[config.mk]
export PLATFORM = sky130hd
export DESIGN_NAME = constraint_search_sched
export DESIGN_NICKNAME = d
export VERILOG_FILES = /design/src/rtl/constraint_search_sched_pkg.sv /design/src/rtl/constraint_search_sched_lfsr64.sv /design/src/rtl/constraint_search_sched.sv
export SDC_FILE = /design/constraint.sdc
export NUM_CORES = 1
export LEC_CHECK = 0
export ABC_AREA = 1
export CAP_MARGIN = 10
export CORE_AREA = 2 2 188 190
export DETAILED_ROUTE_END_ITERATION = 6
export DIE_AREA = 0 0 190 192
export GPL_ROUTABILITY_DRIVEN = 0
export PLACE_DENSITY = 0.83
export SLEW_MARGIN = 10
export SYNTH_ARGS = -nofsm -noshare
export SYNTH_HDL_FRONTEND = slang
export SYNTH_SLANG_ARGS = --single-unit
[constraint.sdc]
create_clock -name clk -period 25.8 [get_ports clk]
set_input_delay 2.58 -clock clk [delete_from_list [all_inputs] [get_ports clk]]
set_output_delay 2.58 -clock clk [all_outputs]
set_load 0.1 [all_outputs]
[src/rtl/constraint_search_sched_pkg.sv]
// Shared types and helpers for the constraint-search sequencer.
// Holds the FSM encoding, the LFSR feedback taps and the scoring helpers.
package cosmos_sched_pkg;

  typedef enum logic [2:0] {
    S_IDLE,
    S_APPLY,
    S_WAIT,
    S_EVAL,
    S_REPORT
  } state_t;

  localparam logic [63:0] LFSR64_TAPS = 64'hD800_0000_0000_0000;

  // Widest per-constraint vector the popcount helper accepts.
  localparam int POP_MAX = 256;

  function automatic int score_w(input int n);
    return $clog2(n + 1);
  endfunction

  function automatic logic [8:0] popcount(input logic [POP_MAX-1:0] v);
    logic [8:0] c;
    c = '0;
    for (int i = 0; i < POP_MAX; i++) begin
      c = c + 9'(v[i]);
    end
    return c;
  endfunction

endpackage

[src/rtl/constraint_search_sched_lfsr64.sv]
// 64-bit right-shifting Galois LFSR; nxt is the value the register takes at the coming edge.
// A zero seed is replaced by 1 so the generator never locks up.
module lfsr64_galois
  import cosmos_sched_pkg::*;
(
  input  logic        clk,
  input  logic        rst,
  input  logic        load,
  input  logic        step,
  input  logic [63:0] seed,
  output logic [63:0] nxt
);

  logic [63:0] q;

  always_comb begin
    nxt = q;
    if (load) begin
      nxt = (seed == 64'd0) ? 64'd1 : seed;
    end else if (step) begin
      nxt = (q >> 1) ^ (q[0] ? LFSR64_TAPS : 64'd0);
    end
  end

  always_ff @(posedge clk or posedge rst) begin
    if (rst) begin
      q <= 64'd1;
    end else begin
      q <= nxt;
    end
  end

endmodule

[src/rtl/constraint_search_sched.sv]
// Drives a combinational constraint checker with LFSR candidates, one try every CHECK_LAT+2 cycles,
// keeps the best partial candidate and holds the result on a valid/ready port until consumed.
module constraint_search_sched
  import cosmos_sched_pkg::*;
#(
  parameter int CAND_W    = 64,
  parameter int N_CONS    = 32,
  parameter int CHECK_LAT = 1,
  parameter int TRY_W     = 32
) (
  input  logic                        clk,
  input  logic                        rst,
  input  logic                        start,
  input  logic                        abort,
  input  logic [CAND_W-1:0]           seed,
  input  logic [TRY_W-1:0]            max_tries,
  output logic [CAND_W-1:0]           cand_out,
  output logic                        cand_valid,
  input  logic                        chk_x,
  input  logic [N_CONS-1:0]           chk_vec,
  output logic                        busy,
  output logic                        res_valid,
  input  logic                        res_ready,
  output logic                        res_found,
  output logic [CAND_W-1:0]           res_cand,
  output logic [score_w(N_CONS)-1:0]  res_score,
  output logic [TRY_W-1:0]            res_tries
);

  localparam int SCORE_W = score_w(N_CONS);
  localparam int WAIT_W  = (CHECK_LAT > 1) ? $clog2(CHECK_LAT + 1) : 1;
  localparam logic [SCORE_W-1:0] FULL_SCORE = SCORE_W'(N_CONS);
  localparam logic [WAIT_W-1:0]  WAIT_INIT  = WAIT_W'(CHECK_LAT);

  state_t state, state_nxt;

  logic [WAIT_W-1:0]  wait_cnt;
  logic [TRY_W-1:0]   tries, tries_inc;
  logic [SCORE_W-1:0] best_score, cur_score, upd_score;
  logic [CAND_W-1:0]  best_cand, upd_cand, lfsr_d;
  logic               go, eval, better, hit_limit, lfsr_step;

  assign go        = (state == S_IDLE) && start && !abort;
  assign eval      = (state == S_EVAL) && !abort;
  assign tries_inc = (&tries) ? tries : tries + 1'b1;
  assign cur_score = SCORE_W'(popcount(POP_MAX'(chk_vec)));
  // Ties keep the earlier candidate.
  assign better    = cur_score > best_score;
  assign upd_score = better ? cur_score : best_score;
  assign upd_cand  = better ? cand_out : best_cand;
  assign hit_limit = (max_tries != '0) && (tries_inc == max_tries);
  assign lfsr_step = eval && !chk_x && !hit_limit;

  assign busy      = (state != S_IDLE);
  assign res_valid = (state == S_REPORT);

  lfsr64_galois u_lfsr (
    .clk  (clk),
    .rst  (rst),
    .load (go),
    .step (lfsr_step),
    .seed (seed),
    .nxt  (lfsr_d)
  );

  always_ff @(posedge clk or posedge rst) begin
    if (rst) begin
      state <= S_IDLE;
    end else begin
      state <= state_nxt;
    end
  end

  always_comb begin
    state_nxt = state;
    case (state)
      S_IDLE:   if (start) state_nxt = S_APPLY;
      S_APPLY:  state_nxt = (CHECK_LAT > 0) ? S_WAIT : S_EVAL;
      S_WAIT:   if (wait_cnt <= WAIT_W'(1)) state_nxt = S_EVAL;
      S_EVAL:   state_nxt = (chk_x || hit_limit) ? S_REPORT : S_APPLY;
      S_REPORT: if (res_ready) state_nxt = S_IDLE;
      default:  state_nxt = S_IDLE;
    endcase
    if (abort) state_nxt = S_IDLE;
  end

  always_ff @(posedge clk or posedge rst) begin
    if (rst) begin
      cand_out   <= '0;
      cand_valid <= 1'b0;
      wait_cnt   <= '0;
      tries      <= '0;
      best_score <= '0;
      best_cand  <= '0;
      res_found  <= 1'b0;
      res_cand   <= '0;
      res_score  <= '0;
      res_tries  <= '0;
    end else begin
      // cand_out is loaded on entry to APPLY so it is already valid during the APPLY cycle.
      cand_valid <= (state_nxt == S_APPLY);
      if (state_nxt == S_APPLY) cand_out <= lfsr_d;

      if (state == S_APPLY) begin
        wait_cnt <= WAIT_INIT;
      end else if (state == S_WAIT) begin
        wait_cnt <= wait_cnt - 1'b1;
      end

      if (go) begin
        tries      <= '0;
        best_score <= '0;
        best_cand  <= '0;
      end else if (eval) begin
        tries      <= tries_inc;
        best_score <= upd_score;
        best_cand  <= upd_cand;
        if (chk_x) begin
          res_found <= 1'b1;
          res_cand  <= cand_out;
          res_score <= FULL_SCORE;
          res_tries <= tries_inc;
        end else if (hit_limit) begin
          res_found <= 1'b0;
          res_cand  <= upd_cand;
          res_score <= upd_score;
          res_tries <= tries_inc;
        end
      end

      if (abort) begin
        res_found <= 1'b0;
        res_cand  <= '0;
        res_score <= '0;
        res_tries <= '0;
      end
    end
  end

endmodule

run_1/m3.png
Scale: 2 px per um.
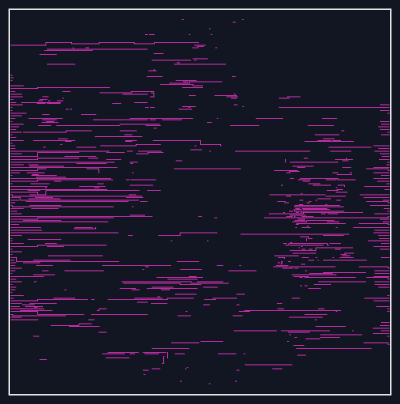
nets with wire on the layer: 373
wire length on this layer: 5440 um
main direction: horizontal
share of all routed wire: 9.6%
longest straight run: 70.6 um

run_1/clock_nets.png
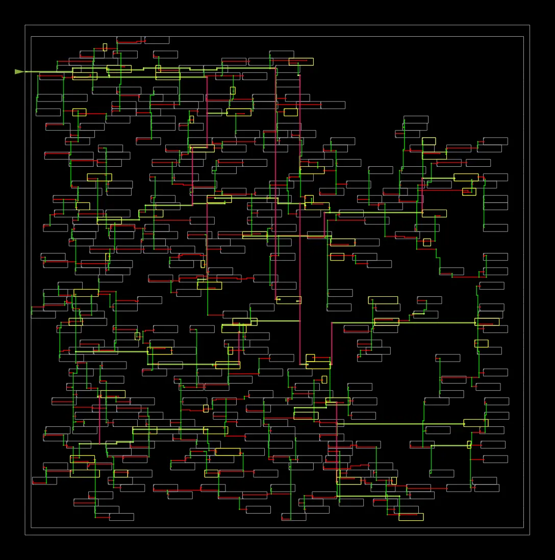
Num CTS Buffers: 36
Clock Sinks: 337
FF+latch count: 337
clk ins delay skew pair: 0.52 ns

run_1/sizing.png
Scale: 2 px per um.
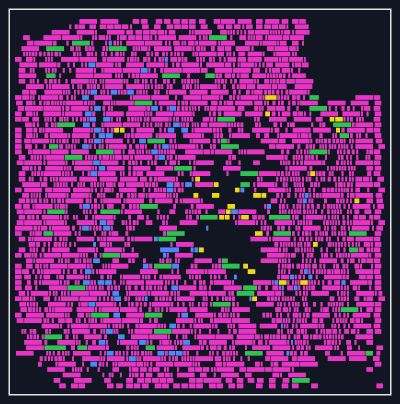
| size | color | cells |
|---|---|---|
| x3 and x4 | yellow | 29 |
| x1 and smaller | magenta | 2586 |
| x6 and larger | green | 54 |
| x2 | blue | 87 |

run_1/route_heat.png
Scale: 2 px per um. 38 x 38 tiles, from black (low) to pale yellow (high), scaled to the fullest tile. Values are wire area over tile area, all layers added.
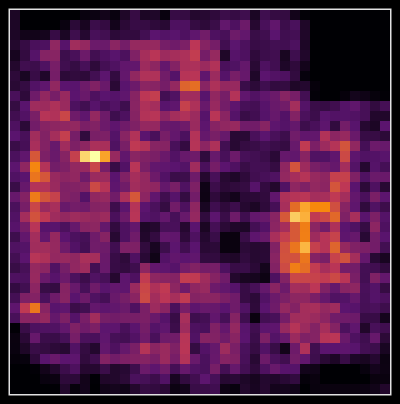
fullest tile: 1.0
emptiest ninth of the die: upper right
nearly empty tiles: 7.5%
tiles over half the peak: 5.5%
mean over tiles: 0.26

==> flow_metrics.tcl, run 1 <==
# metrics dict for downstream scripts
set metrics [dict create \
    outcome "complete, no violations" \
    post_cts_buffers 0 \
    synth_cell_type_count 33 \
    worst-path-stages 24 \
    synth_cells 2507 \
    fp.dieArea_mm2 0.0365 \
    tritoncts "built" \
    ys_seq_frac 0.452 \
    critPathCapture "res_cand[16]$_DFFE_PP0P_" \
    crit_path_top_delay_cell "buf_4" \
    path_clk_slew_ns 0.06 \
    worstHoldPathCells 2 \
    cp-end-kind "register" \
    tightest_slew_ns 1.11 \
    place.detailed.hpwl_mm 36.9 \
    crit_path_start_kind "input port" \
    antenna_found_initial 8 \
    period_used_share 0.362 \
    rows 68 \
    path_delay_family "adder cells" \
    fill_cells 2729 \
    die_h_um 192 \
    ys_area_mm2 0.0187 \
    wl_met2_mm 26.8 \
    arrival_ns 9.79 \
    final_nets 2901 \
    top_usage_layer "met2" \
    crit_fanout 80 \
    globalRouteMet1Util 0.389 \
    preCtsSetupSlack_ns 15.98 \
    cts-root-buf "clkbuf_16" \
    dr_wl_met3_mm 5.44 \
    setup_viol 0 \
    maxCapViolCount 0 \
    relSlewSlack 0.257 \
    setup_ws_ns 16.47 \
    placedCellCount 3145 \
    io_buffers 303 \
    hold_slack_ns 0.473 \
    die-width_um 190 \
    hold_start "res_cand[46]$_DFFE_PP0P_" \
    r2r-start "tries[0]$_DFFE_PP0P_" \
    cts_max_level 2 \
    hold_end "res_cand[46]$_DFFE_PP0P_" \
    hold_path_class "register to register" \
    wirelength_mm 56.5 \
    drc 0 \
    finalCoreUtilization 0.673 \
    regToRegSetupSlack_ns 20.20 \
    cts_hold_buf 0 \
    cp.required_ns 26.26 \
    period_needed_ns 9.33 \
    ys.flops 337 \
    rsz0062_at_grt "false" \
    yosysTopAreaCell "dfrtp_1" \
    track_usage 0.309 \
    floorplan.core_util 0.544 \
    yosysWarnings 0 \
    coreArea_mm2 0.0343 \
    most-common-layout-cells "nand2_1, dfrtp_1, clkdlybuf4s50_1, inv_1, nand3_1" \
    fmax_ghz 0.107 \
    mostFrequentLayoutCell "nand2_1" \
    via_per_inst 5.57 \
    cts_resized 0 \
    layout.cells.non_filler 3217 \
]
==> run 1: state kept, by name, indices dropped and copies added (netlist names) <==
| signal | flops |
|---|---|
| res_found | 1 |
| cand_valid | 1 |
| res_cand | 64 |
| best_cand | 64 |
| res_score | 6 |
| state | 3 |
| tries | 32 |
| u_lfsr.q | 64 |
| res_tries | 32 |
| cand_out | 64 |
| best_score | 6 |
==> run 1: area by class of cell <==
type                    count  area, um2  area share
multi-input cells        1747       8560       0.371
flip-flops and latches    337       8430       0.366
repair buffers            322       3210       0.139
clock buffers              53       1090      0.0471
inverters                 285       1080      0.0468
well taps                 455        569      0.0247
clock inverters            12        120     0.00521
diodes                      6       15.0    0.000651
==> run 1: synth_stat cells <==
master / instances
nor4_1: 19
nor3_1: 2
inv_2: 4
nand3_1: 270
nand4_1: 9
nand2_1: 971
clkbuf_1: 86
buf_6: 9
xnor2_1: 5
inv_1: 279
nor2_4: 2
a21oi_1: 8
ha_1: 14
buf_2: 26
or4_1: 3
nand3b_1: 7
o31ai_1: 29
buf_1: 4
a21boi_0: 1
nand2_2: 9
a31o_2: 1
xor2_1: 14
o22ai_1: 66
clkinv_1: 2
nor2_2: 2
buf_4: 13
o21ai_0: 134
dfrtp_1: 336
nand3_2: 60
fa_1: 24
nor2_1: 96
and3_1: 1
dfstp_2: 1
==> run 1: logic make-up (layout without fill, tap and decap cells) <==
kind of cell / count (synthesis) / count (layout) / share of synthesized area
other: 0 / 6 / 0
buffers and inverters: 423 / 672 / 0.0930
AOI/OAI and AO/OA: 239 / 239 / 0.0727
and+or+nand+nor: 1451 / 1451 / 0.338
xor gates and xnor gates: 19 / 19 / 0.00892
DFF: 337 / 337 / 0.452
adders and majority gates: 38 / 38 / 0.0351
run_1/ff_map.png
Scale: 2 px per um. Other sequential cells in the stronger gray, the rest of the logic in the fainter gray.
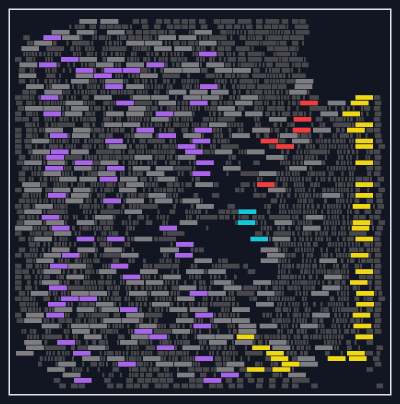

## Run 2: what changed since run 1
CORE_AREA = 2 2 189 191   (was 2 2 188 190)
DIE_AREA = 0 0 191 193   (was 0 0 190 192)
PLACE_DENSITY = 0.82   (was 0.83)
clock period = 8.75 ns   (was 25.8 ns; I/O delays follow)
run_2/ff_map.png
Scale: 2 px per um. Other sequential cells in the stronger gray, the rest of the logic in the fainter gray.
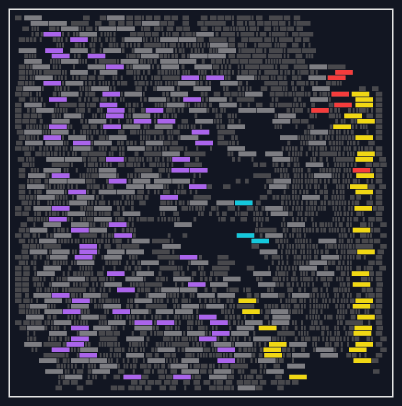
| name in the netlist | color | placed flops |
|---|---|---|
| cand_out | purple | 64 |
| state | cyan | 3 |
| res_tries | yellow | 32 |
| res_score | red | 6 |
not colored: 232
Reg area: 0.00843 mm2
register share of the cell area: 0.364
post-layout util: 0.663

run_2/m3.png
Scale: 2 px per um.
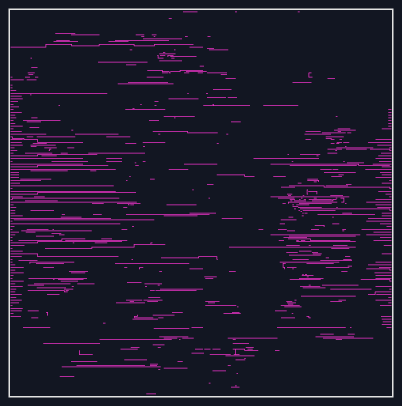
share of all routed wire: 8.9%
main direction: horizontal
wire length on this layer: 5070 um
longest straight run: 69.9 um

==> flow_metrics.tcl, run 2 <==
# metrics dict for downstream scripts
set metrics [dict create \
    mostFrequentLayoutCell "nand2_1" \
    hold_end "res_cand[62]$_DFFE_PP0P_" \
    die_h_um 193 \
    path_clk_slew_ns 0.06 \
    final_nets 2904 \
    r2r-start "tries[0]$_DFFE_PP0P_" \
    die-width_um 191 \
    place.detailed.hpwl_mm 36.9 \
    worst-path-stages 25 \
    post_cts_buffers 0 \
    arrival_ns 7.52 \
    period_used_share 0.806 \
    yosysTopAreaCell "dfrtp_1" \
    vias 18116 \
    final-comb-area_mm2 0.00856 \
    worstHoldPathCells 2 \
    critPathCapture "res_cand[24]$_DFFE_PP0P_" \
    cts-root-buf "clkbuf_16" \
    coreArea_mm2 0.0350 \
    async_reset_ff_frac 1.00 \
    hold_start "res_cand[62]$_DFFE_PP0P_" \
    crit_fanout 130 \
    synth_cells 2507 \
    fp.dieArea_mm2 0.0369 \
    ys_seq_frac 0.452 \
    clock_latency_ns 0.52 \
    cp.required_ns 9.21 \
    ff_type "dfrtp_1" \
    path_delay_family "adder cells" \
    edf_count 0 \
    cts_max_level 2 \
    rsz0062_at_grt "false" \
    cp-end-kind "register" \
    crit_path_start_kind "input port" \
    regToRegSetupSlack_ns 2.55 \
    period_needed_ns 7.05 \
    via_per_inst 5.61 \
    track_usage 0.306 \
    rows 69 \
    violations "DRC" \
    layout.cells.non_filler 3227 \
    cts_resized 0 \
    globalRouteMet1Util 0.390 \
    setup_viol 0 \
    floorplan.core_util 0.534 \
    fmax_ghz 0.142 \
    wirelength_mm 56.7 \
    drc 10 \
    grtUsageMet2 0.505 \
    relSlewSlack 0.265 \
    ys.flops 337 \
    cts.sinks 337 \
    antenna_left 0 \
    tightest_slew_ns 1.10 \
    placedCellCount 3152 \
    antenna_found_initial 8 \
    crit_path_top_delay_cell "fa_1" \
    fill_cells 2867 \
    cts_hold_buf 0 \
    yosys-top-cells-count "nand2_1, dfrtp_1, inv_1, nand3_1, o21ai_0" \
    outcome "finished with violations" \
    tritoncts "built" \
    most-common-layout-cells "nand2_1, dfrtp_1, clkdlybuf4s50_1, inv_1, nand3_1" \
    top_usage_layer "met2" \
    ys_area_mm2 0.0187 \
    maxCapViolCount 0 \
    hold_path_class "register to register" \
]
run 2: cell counts after synthesis:
Identical to the previous run, type by type.
run 2: cells by family after synthesis:
| family | count (synthesis) | share of synthesized area |
|---|---|---|
| buffers and inverters | 423 | 0.0930 |
| AND/OR/NAND/NOR | 1451 | 0.338 |
| AND-OR/OR-AND | 239 | 0.0727 |
| adder cells (fa/ha/maj) | 38 | 0.0351 |
| flip-flops | 337 | 0.452 |
| XOR/XNOR | 19 | 0.00892 |
run 2: final cells by class:
class | count | share of cell area
multi-input cells | 1747 | 0.369
clock inverters | 18 | 0.0108
inverters | 285 | 0.0464
clock buffers | 51 | 0.0449
well taps | 461 | 0.0249
flip-flops and latches | 337 | 0.364
diodes | 5 | 0.000540
repair buffers | 323 | 0.139
run 2: stage by stage:
| step | setup WS, ns | area (um2) | utilization | hold slack (ns) |
|---|---|---|---|---|
| 2_1_floorplan | 2.22 | 18700 | - | 0.476 |
| 3_3_place_gp | 1.58 | 21800 | 0.625 | 0.458 |
| 3_5_place_dp | 1.23 | 21800 | 0.625 | 0.458 |
| 4_1_cts | 1.76 | 23100 | 0.662 | 0.474 |
| 5_1_grt | 1.40 | 23200 | 0.662 | 0.497 |
| 6_report | 1.70 | 23200 | 0.663 | 0.468 |
run 2: metal layers:
metal,up-vias,share of wire
met3,184,0.089
met4,8,0.039
met5,-,0.00088
met2,888,0.48
met1,8606,0.39
li1,8430,-
run_2/clock_nets.png
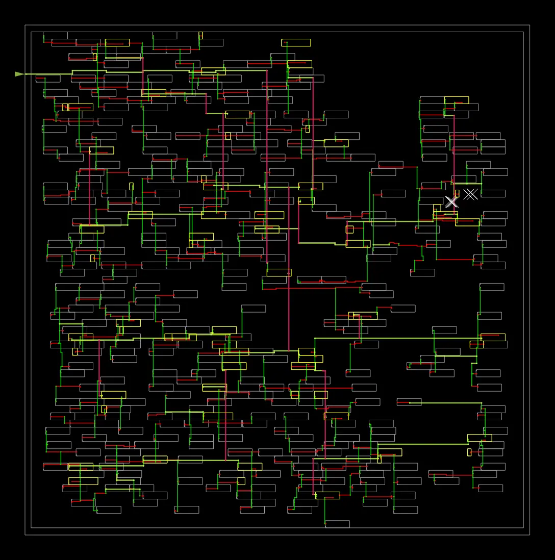

## Run 3: what changed since run 2
CORE_AREA = 2 2 199 201   (was 2 2 189 191)
DIE_AREA = 0 0 201 203   (was 0 0 191 193)
PLACE_DENSITY = 0.78   (was 0.82)
clock period = 6.2 ns   (was 8.75 ns; I/O delays follow)
run_3/clock_nets.png
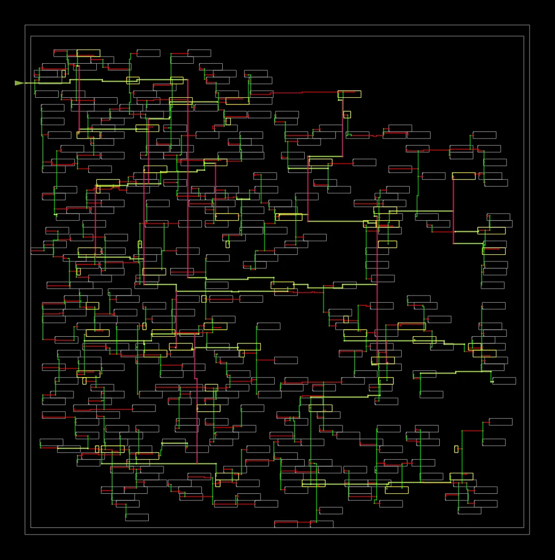
Num CTS Buffers: 37

run_3/route_heat.png
Scale: 2 px per um. 20 x 20 tiles, from black (low) to pale yellow (high), scaled to the fullest tile. Values are wire area over tile area, all layers added.
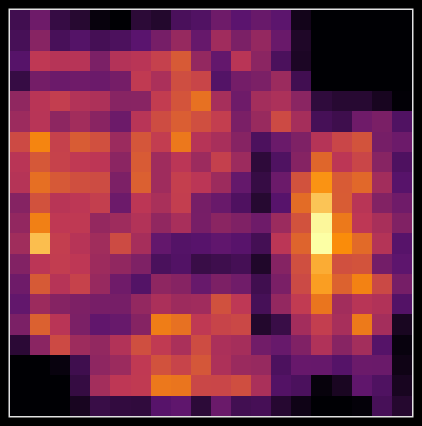
emptiest ninth of the die: upper right
tiles over half the peak: 25%
fullest tile: 0.69
mean over tiles: 0.25
nearly empty tiles: 8.5%
total number of vias: 18.0k
Post-Route WL: 60.4 mm
gr usage total: 0.281
per-cell routed wire length: 18.3 um

==> flow_metrics.tcl, run 3 <==
# metrics dict for downstream scripts
set metrics [dict create \
    outcome "complete, no violations" \
    top_cell "nand2_1" \
    warnings 31 \
    ys_area_mm2 0.0187 \
    die-width_um 201 \
    ff_type "dfrtp_1" \
    yosys-top-cells-count "nand2_1, dfrtp_1, inv_1, nand3_1, o21ai_0" \
    ys_sh_xor 0.00892 \
    coreArea_mm2 0.0385 \
    final_nets 2932 \
    slowest_delay_ns 0.59 \
    crit_buf_inv 6 \
    drt_iter0_markers 1333 \
    final-comb-area_mm2 0.00868 \
    hold_viol 0 \
    nNonClkInverters 285 \
    grt_max_degree 165 \
    async_reset_ff_frac 1.00 \
    most-common-layout-cells "nand2_1, dfrtp_1, clkdlybuf4s50_1, nand3_1, inv_1" \
    ff_count 337 \
    hold_path_class "input port to asynchronous set/reset pin" \
    crit_fanout 9 \
    ys_seq_frac 0.452 \
    netlist_top_cells_area "dfrtp_1, nand2_1, nand3_1, inv_1, o21ai_0" \
    synthToLayoutAreaGrowth_pct 27.3 \
    nWellTaps 518 \
    bufAreaShareNonClock 0.156 \
    netlist_area_mm2 0.0187 \
    io_buffers 303 \
    layout.cells.non_filler 3307 \
    relSlewSlack 0.218 \
    mostFrequentLayoutCell "nand2_1" \
    topCombFamilyByArea "simple AND/OR/NAND/NOR gates" \
    nClkBuffers 54 \
    synth_cell_type_count 33 \
    path_clk_slew_ns 0.06 \
    antenna_left 0 \
    setup_viol 0 \
    cp.required_ns 6.63 \
    crit_path_top_delay_cell "fa_2" \
    synth_top_area_share 0.450 \
    cts_hold_buf 0 \
    clock_area_frac 0.0505 \
    mux_share 0 \
    comb_share 0.365 \
    rsz0062_at_grt "true" \
    clock_latency_ns 0.55 \
    avgSynthCellArea_um2 7.45 \
    antenna_found_initial 7 \
    via_per_inst 5.44 \
    cts-root-buf "clkbuf_16" \
    floorplan.core_util 0.485 \
    placedCellCount 3223 \
    place.detailed.hpwl_mm 39.0 \
    preCtsSetupSlack_ns -0.741 \
    path_delay_family "adder cells" \
    die_h_um 203 \
    synth.cellmix.simpleShare 0.338 \
    ys_sh_adder 0.0351 \
    cts.sinks 337 \
    cp-end-kind "register" \
    crit_path_start_kind "input port" \
    clockBufferDepth 3 \
    rows 72 \
    cts_max_level 2 \
    yosysTopAreaCell "dfrtp_1" \
    seq_share 0.355 \
    hold_slack_ns 0.443 \
    logic_gates 1747 \
    final-max-slew-violation-count 0 \
    period_used_share 0.979 \
    setup_ws_ns 0.133 \
    drc 0 \
    fp.dieArea_mm2 0.0408 \
    arrival_ns 6.50 \
    synth_cells 2507 \
    grt_pass1_vias 17631 \
    fmax_ghz 0.165 \
    grt_overflow 0 \
    buffers 352 \
    maxCapViolCount 0 \
    grt_first_pass_wirelength_mm 92.4 \
    skew_ns 0.0229 \
    period_needed_ns 6.07 \
    seq_area_mm2 0.00843 \
    ios 304 \
    path_common_cell "fa_1" \
    tightest_slew_ns 1.17 \
    compound_area_frac 0.0727 \
    tritoncts "built" \
    edf_count 0 \
    finalCoreUtilization 0.618 \
    diodes 4 \
    largest_cell_class "combinational gates" \
    fill_cells 3287 \
    ys_cells 2507 \
    ys.flops 337 \
]
==> run 3: cell types whose count changed in the layout (fill, tap and decap cells not counted), sizes merged, moves of 4 or more <==
cell,previous run,this run
dlymetal6s2s,0,15
buf,20,40
clkbuf,51,63
clkdlybuf4s50,303,288
clkinvlp,6,2
==> run 3: worst paths after layout <==
check	startpoint	to	slack [ns]	cells after the start
max in group asynchronous	rst	best_cand[23]$_DFFE_PP0P_	4.44	3
worst max-delay path	chk_vec[27]	res_cand[24]$_DFFE_PP0P_	0.13	25
worst max register to register	tries[0]$_DFFE_PP0P_	res_cand[19]$_DFFE_PP0P_	1.00	23
min in group clk	res_cand[52]$_DFFE_PP0P_	res_cand[52]$_DFFE_PP0P_	0.47	2
worst min-delay path	rst	res_tries[17]$_DFFE_PP0P_	0.44	2
worst min register to register	res_cand[52]$_DFFE_PP0P_	res_cand[52]$_DFFE_PP0P_	0.47	2
==> run 3: metal layers <==
metal	GRT usage	wire length [um]	up-vias
met4	0.112	2460	2
met1	0.353	23800	8551
met3	0.0650	5410	154
met5	0	13	-
met2	0.470	28600	793
li1	-	-	8485
==> run 3: through the flow <==
stage	instance area, um2	TNS, ns
floorplan	18700	0
global placement	22100	-72.73
detailed placement	22100	-85.97
CTS	23300	-1.07
global route	23800	-0.966
finish	23800	0
==> run 3: repair_timing <==
item	CTS	global route
setup buffers	1	3
gates cloned	1	11
gates resized	25	85
pin swaps	0	28
endpoints found under the setup margin	140	140
